--- config.mk ---
export PLATFORM = sky130hd
export DESIGN_NAME = serial_tx_arbiter
export DESIGN_NICKNAME = d
export VERILOG_FILES = /design/src/rtl/serial_tx_arbiter.sv
export SDC_FILE = /design/constraint.sdc
export NUM_CORES = 1
export LEC_CHECK = 0
export CAP_MARGIN = 10
export CORE_ASPECT_RATIO = 1.75
export CORE_MARGIN = 2
export CORE_UTILIZATION = 45
export DETAILED_ROUTE_END_ITERATION = 10
export GPL_TIMING_DRIVEN = 0
export PLACE_DENSITY = 0.82
export SLEW_MARGIN = 20
export SYNTH_ARGS = -nofsm -noshare
export SYNTH_HDL_FRONTEND = slang
export SYNTH_SLANG_ARGS = --single-unit
--- constraint.sdc ---
create_clock -name clk -period 2.3 [get_ports clk]
set_input_delay 0.345 -clock clk [delete_from_list [all_inputs] [get_ports clk]]
set_output_delay 0.345 -clock clk [all_outputs]
set_load 0.02 [all_outputs]
--- src/rtl/serial_tx_arbiter.sv ---
// Round-robin arbiter that frames one 7-bit word at a time onto a shared serial line.
// Optional frame counter output is enabled by defining SERIAL_ARB_STATS_EN.
//
// state    | meaning
// ---------+------------------------------------------------------------
// S_IDLE   | line high, arbitrating among pending requesters
// S_START  | start bit (low) of the granted word
// S_DATA   | seven data bits, LSB first
// S_PARITY | even-parity bit over the data
// S_STOP   | GAP_BITS high stop/gap bit-times, then back to idle

module serial_tx_arbiter #(
    parameter int N_REQ    = 4,
    parameter int GAP_BITS = 1
) (
    input  logic                       clk,
    input  logic                       rst,
    input  logic [N_REQ-1:0]           req_valid,
    input  logic [7*N_REQ-1:0]         req_data,
    output logic [N_REQ-1:0]           req_ack,
    output logic                       serial_out,
    output logic                       busy,
    output logic [$clog2(N_REQ)-1:0]   grant_id,
    output logic                       tx_done
`ifdef SERIAL_ARB_STATS_EN
    ,
    output logic [15:0]                frame_cnt
`endif
);

    localparam int ID_W  = $clog2(N_REQ);
    localparam int IDW1  = ID_W + 1;

    typedef enum logic [2:0] {
        S_IDLE,
        S_START,
        S_DATA,
        S_PARITY,
        S_STOP
    } state_t;

    state_t          st, st_nxt;
    logic [6:0]      sh, sh_nxt;
    logic [2:0]      bit_cnt, bit_nxt;
    logic [3:0]      gap_cnt, gap_nxt;
    logic            par, par_nxt;
    logic [ID_W-1:0] last, last_nxt;
    logic [ID_W-1:0] gid_nxt;
    logic [N_REQ-1:0] ack_nxt;
    logic            so_nxt;
    logic            busy_nxt;
    logic            done_nxt;

    logic            found;
    logic [ID_W-1:0] win;
    logic [IDW1-1:0] idx;
    logic [6:0]      win_data;
    logic [N_REQ-1:0] win_onehot;

    // Search starts one past the previous winner, so it ends up lowest priority.
    always_comb begin
        found = 1'b0;
        win   = last;
        idx   = '0;
        for (int k = 1; k <= N_REQ; k++) begin
            idx = {1'b0, last} + IDW1'(k);
            if (idx >= IDW1'(N_REQ)) begin
                idx = idx - IDW1'(N_REQ);
            end
            if (!found && req_valid[idx[ID_W-1:0]]) begin
                found = 1'b1;
                win   = idx[ID_W-1:0];
            end
        end
    end

    always_comb begin
        win_data   = '0;
        win_onehot = '0;
        for (int i = 0; i < N_REQ; i++) begin
            if (ID_W'(i) == win) begin
                win_data      = req_data[7*i +: 7];
                win_onehot[i] = found;
            end
        end
    end

    // Next-state and next-output logic; outputs are registered from these.
    always_comb begin
        st_nxt   = st;
        sh_nxt   = sh;
        bit_nxt  = bit_cnt;
        gap_nxt  = gap_cnt;
        par_nxt  = par;
        last_nxt = last;
        gid_nxt  = grant_id;
        ack_nxt  = '0;
        so_nxt   = 1'b1;
        busy_nxt = 1'b0;
        done_nxt = 1'b0;

        case (st)
            S_IDLE: begin
                if (found) begin
                    st_nxt   = S_START;
                    sh_nxt   = win_data;
                    par_nxt  = ^win_data;
                    last_nxt = win;
                    gid_nxt  = win;
                    ack_nxt  = win_onehot;
                    so_nxt   = 1'b0;
                    busy_nxt = 1'b1;
                end
            end
            S_START: begin
                st_nxt   = S_DATA;
                bit_nxt  = 3'd0;
                so_nxt   = sh[0];
                busy_nxt = 1'b1;
            end
            S_DATA: begin
                busy_nxt = 1'b1;
                if (bit_cnt == 3'd6) begin
                    st_nxt = S_PARITY;
                    so_nxt = par;
                end else begin
                    bit_nxt = bit_cnt + 3'd1;
                    sh_nxt  = sh >> 1;
                    so_nxt  = sh[1];
                end
            end
            S_PARITY: begin
                st_nxt   = S_STOP;
                gap_nxt  = 4'(GAP_BITS - 1);
                busy_nxt = 1'b1;
                done_nxt = 1'b1;
            end
            S_STOP: begin
                if (gap_cnt == 4'd0) begin
                    st_nxt = S_IDLE;
                end else begin
                    gap_nxt  = gap_cnt - 4'd1;
                    busy_nxt = 1'b1;
                end
            end
            default: begin
                st_nxt = S_IDLE;
            end
        endcase
    end

    always_ff @(posedge clk) begin
        if (rst) begin
            st         <= S_IDLE;
            sh         <= '0;
            bit_cnt    <= '0;
            gap_cnt    <= '0;
            par        <= 1'b0;
            last       <= ID_W'(N_REQ - 1);
            grant_id   <= '0;
            req_ack    <= '0;
            serial_out <= 1'b1;
            busy       <= 1'b0;
            tx_done    <= 1'b0;
        end else begin
            st         <= st_nxt;
            sh         <= sh_nxt;
            bit_cnt    <= bit_nxt;
            gap_cnt    <= gap_nxt;
            par        <= par_nxt;
            last       <= last_nxt;
            grant_id   <= gid_nxt;
            req_ack    <= ack_nxt;
            serial_out <= so_nxt;
            busy       <= busy_nxt;
            tx_done    <= done_nxt;
        end
    end

`ifdef SERIAL_ARB_STATS_EN
    // Counts alongside tx_done, so a frame cut short by reset never counts.
    always_ff @(posedge clk) begin
        if (rst) begin
            frame_cnt <= '0;
        end else if (done_nxt) begin
            frame_cnt <= frame_cnt + 16'd1;
        end
    end
`endif

endmodule

==> flow_summary.toml <==
# generated from flow reports
[run_status]
status = "complete, no violations"

[cts]
clk_pin_slew_ns = 0.07
cts_tree = "yes"
cts_made_buffers = 5
cts.hold.buffers_added = 0
cts-root-buf = "clkbuf_8"
clock-sinks = 29
htree_levels = 2
clk_latency_ns = 0.29

[worst_setup_path]
cpMaxStageDelayCell = "dfxtp_4"
slowest_delay_ns = 0.37
cp.required_ns = 2.48
cp_cell_sequence = "nand2b_1, a21oi_1, nor3_4, buf_2, nand2b_1, a22oi_1, xor2_1, xnor2_1, xnor2_1, o21ai_1"
path_buffers = 1
critPathMaxFanout = 7
cp.arrival_ns = 2.31
cp_top_family = "AND-OR/OR-AND gates"
path_class = "reg2reg"
startpoint_type = "flop"

[grt]
grt.met1_usage = 0.186
grt_pass1_wl_um = 6530
antenna_found_initial = 0
grt_overflow = 0
gr-usage-met2 = 0.394
grt_max_degree = 11
grt_pass1_vias = 1563

[timing]
worst_pin_slew_ns = 0.683
finalClockSkew_ns = 0.00725
fin_tns_setup_ns = 0
period_used_share = 0.923
max_freq_mhz = 471
min_period_ns = 2.12
hold_viol_final = 0
slew_headroom = 0.541
rsz0062_at_grt = "no"
setup_viol = 0

[layout]
utilization = 0.670
final_cell_area_mm2 = 0.00228
fillers = 299
nets = 282
drive_gt1_frac = 0.0935
area_delta_synth_final_pct = 41.0

[yosys]
netlist_area_mm2 = 0.00162
edf_count = 0
yosys_warnings = 0
syn_nets = 229
synth_area_per_cell_um2 = 8.41
syn_inst = 192
postSynthSeqShare = 0.359
ys_cells = 192
flop_cell = "dfxtp_1"
ys_ff = 29

[floorplanning]
die_h_um = 83.3
core_region_area_mm2 = 0.00340
die_area_mm2 = 0.00410
fp.dieW_um = 49.3
num_rows = 28
ios = 43

[place]
port_buffers = 42
placed_cells = 279
place_congestion = 0.817
placed_cell_area_mm2 = 0.00209
hpwlAfterDp_um = 2980

[pwr]
powerDensity_mw_per_mm2 = 986
peakVddDrop_uv = 573

[run]
warnings = 27
maxCapViolations = 0

[hold_path]
hold_path_class = "reg2reg"
worst reg2reg max path, cell delays in order, from the launching register on:
cell,delay [ns]
dfxtp_4,0.37
nand2b_1,0.14
a21oi_1,0.24
nor3_4,0.09
buf_2,0.16
nand2b_1,0.15
a22oi_1,0.26
xor2_1,0.21
xnor2_1,0.16
xnor2_1,0.15
o21ai_1,0.08
metrics by stage:
| step | worst slack (ns) | hold slack [ns] | power, mW |
|---|---|---|---|
| finish | 0.177 | 0.494 | 2.24 |
| global route | 0.00228 | 0.532 | 2.38 |
| CTS | 0.0187 | 0.490 | 2.24 |
| detailed placement | -0.517 | 0.477 | 1.61 |
| global placement | -0.413 | 0.467 | 1.59 |
| floorplan | 0.332 | 0.454 | 1.36 |
report_power, final:
group | internal [mW] | switching [mW] | total [mW]
Clock | 0.352 | 0.206 | 0.557
Sequential | 0.608 | 0.0683 | 0.676
Combinational | 0.504 | 0.507 | 1.01
synth_stat cells (all sizes together), types with 5 or more instances:
cell type   n  area share
inv         5       0.012
nand2b     12       0.046
a22oi       5       0.026
nor3        9       0.035
mux2i      11       0.068
clkbuf      8       0.019
xnor2       8       0.043
a21oi      16       0.050
nor2       23       0.053
nand2      11       0.026
o21ai       9       0.028
dfxtp      29        0.36
layout make-up:
type                       instances  area, µm²  area share
multi-input combinational        147        978       0.430
sequential                        29        584       0.257
timing repair buffer              46        459       0.202
clock buffer                       6       82.6      0.0363
buffer                            11       60.1      0.0264
tap                               45       56.3      0.0247
clock inverter                     2       37.5      0.0165
inverter                           5       18.8     0.00824
logic make-up (layout without fill, tap and decap cells):
group | after synthesis | count (layout) | share of synthesized area
mux | 12 | 12 | 0.0751
simple gates | 74 | 74 | 0.242
flops | 29 | 29 | 0.359
fa+ha+maj | 3 | 3 | 0.0232
buf+inv | 16 | 70 | 0.0472
xor+xnor | 11 | 11 | 0.0596
compound gates | 47 | 47 | 0.193
per-layer routing:
metal,share of wire,wire length [µm]
met1,0.37,1470
met2,0.57,2250
met3,0.027,108
met4,0.032,125
met5,0,0
flip-flops by register name (all words and copies together) (netlist names):
signal,flops
bit_cnt,3
busy,1
gap_cnt,4
grant_id,2
last,2
par,1
req_ack,4
serial_out,1
sh,7
st,3
tx_done,1
worst paths after layout:
path / startpoint / endpoint / cells past startpoint / slack [ns]
max: last[1] / par / 10 / 0.18
max reg2reg: last[1] / par / 10 / 0.18
min reg2reg: par / par / 2 / 0.49
min: par / par / 2 / 0.49
cell usage in the layout, fill, tap and decap left out, types with 3 or more instances in the layout:
cell,instances
a211oi_1,3
a21oi_1,16
a22o_1,3
a22oi_1,3
buf_4,3
clkbuf_1,8
clkbuf_8,6
clkdlybuf4s50_1,38
dfxtp_1,28
ha_1,3
inv_1,5
mux2i_1,11
nand2_1,11
nand2b_1,12
nand3b_1,3
nor2_1,23
nor2b_1,3
nor3_1,8
nor4_1,3
o211ai_1,3
o21ai_0,6
o21ai_1,3
xnor2_1,8
xor2_1,3
repair_timing:
item | CTS | global route
setup buffers | 3 | 0
gates cloned | 0 | 1
endpoints found under the setup margin | 2 | 2
resized | 8 | 6
pin swaps | 3 | 2
Fig. 1: supply network
Pins as bars on the die edge. Tap cells in gray.
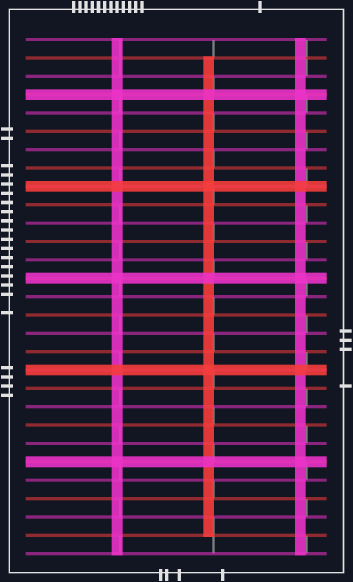
[red] VDD
[magenta] VSS
met1 rails: 29
met4 straps: 3
rows: 28

Fig. 2: clock network drawn from the DEF
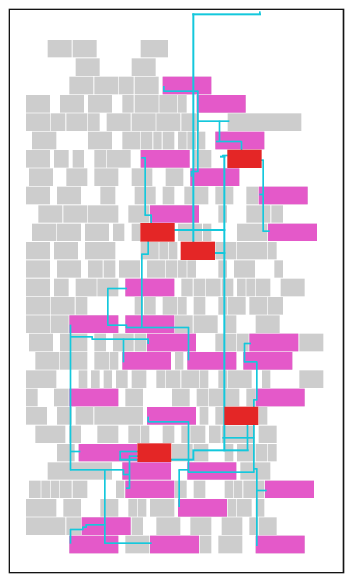
[magenta] flip-flops | count: 29
[red] clock-net drivers | count: 5
[cyan] clock wires | length: 397 µm
routed clock nets: 6

Fig. 3: sequential cells grouped by signal name
Other sequential cells in the stronger gray, the rest of the logic in the fainter gray.
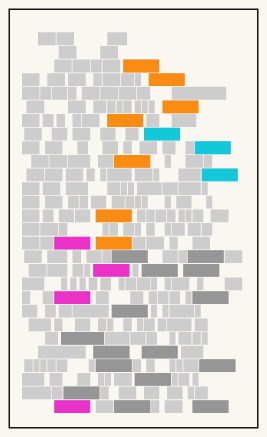
[orange] sh | flops: 7
[magenta] req_ack | flops: 4
[cyan] bit_cnt | flops: 3

Fig. 4: routing congestion map
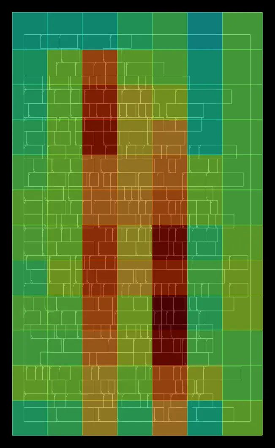
GR peak layer: met2
drt wl/cell: 13.6 µm
total global-route track usage: 0.202

Fig. 5: cell classes on the final placement
Bar = 10 µm.
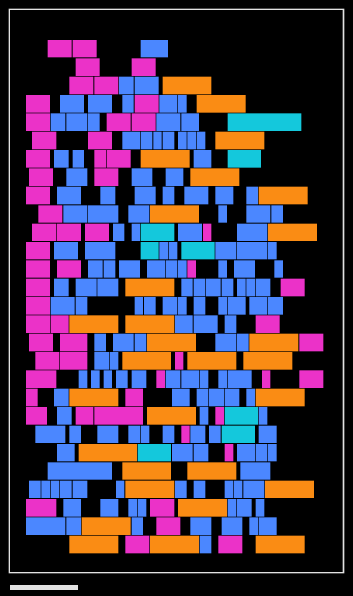
[magenta] remaining buffers and delay cells | cells: 57 | share of their area: 23%
[cyan] clock drivers and dummy loads | cells: 8 | share of their area: 5.4%
[blue] remaining logic cells | cells: 152 | share of their area: 45%
[orange] registers | cells: 29 | share of their area: 26%

Power figures rest on the tool's default switching activity, not on a simulated workload.
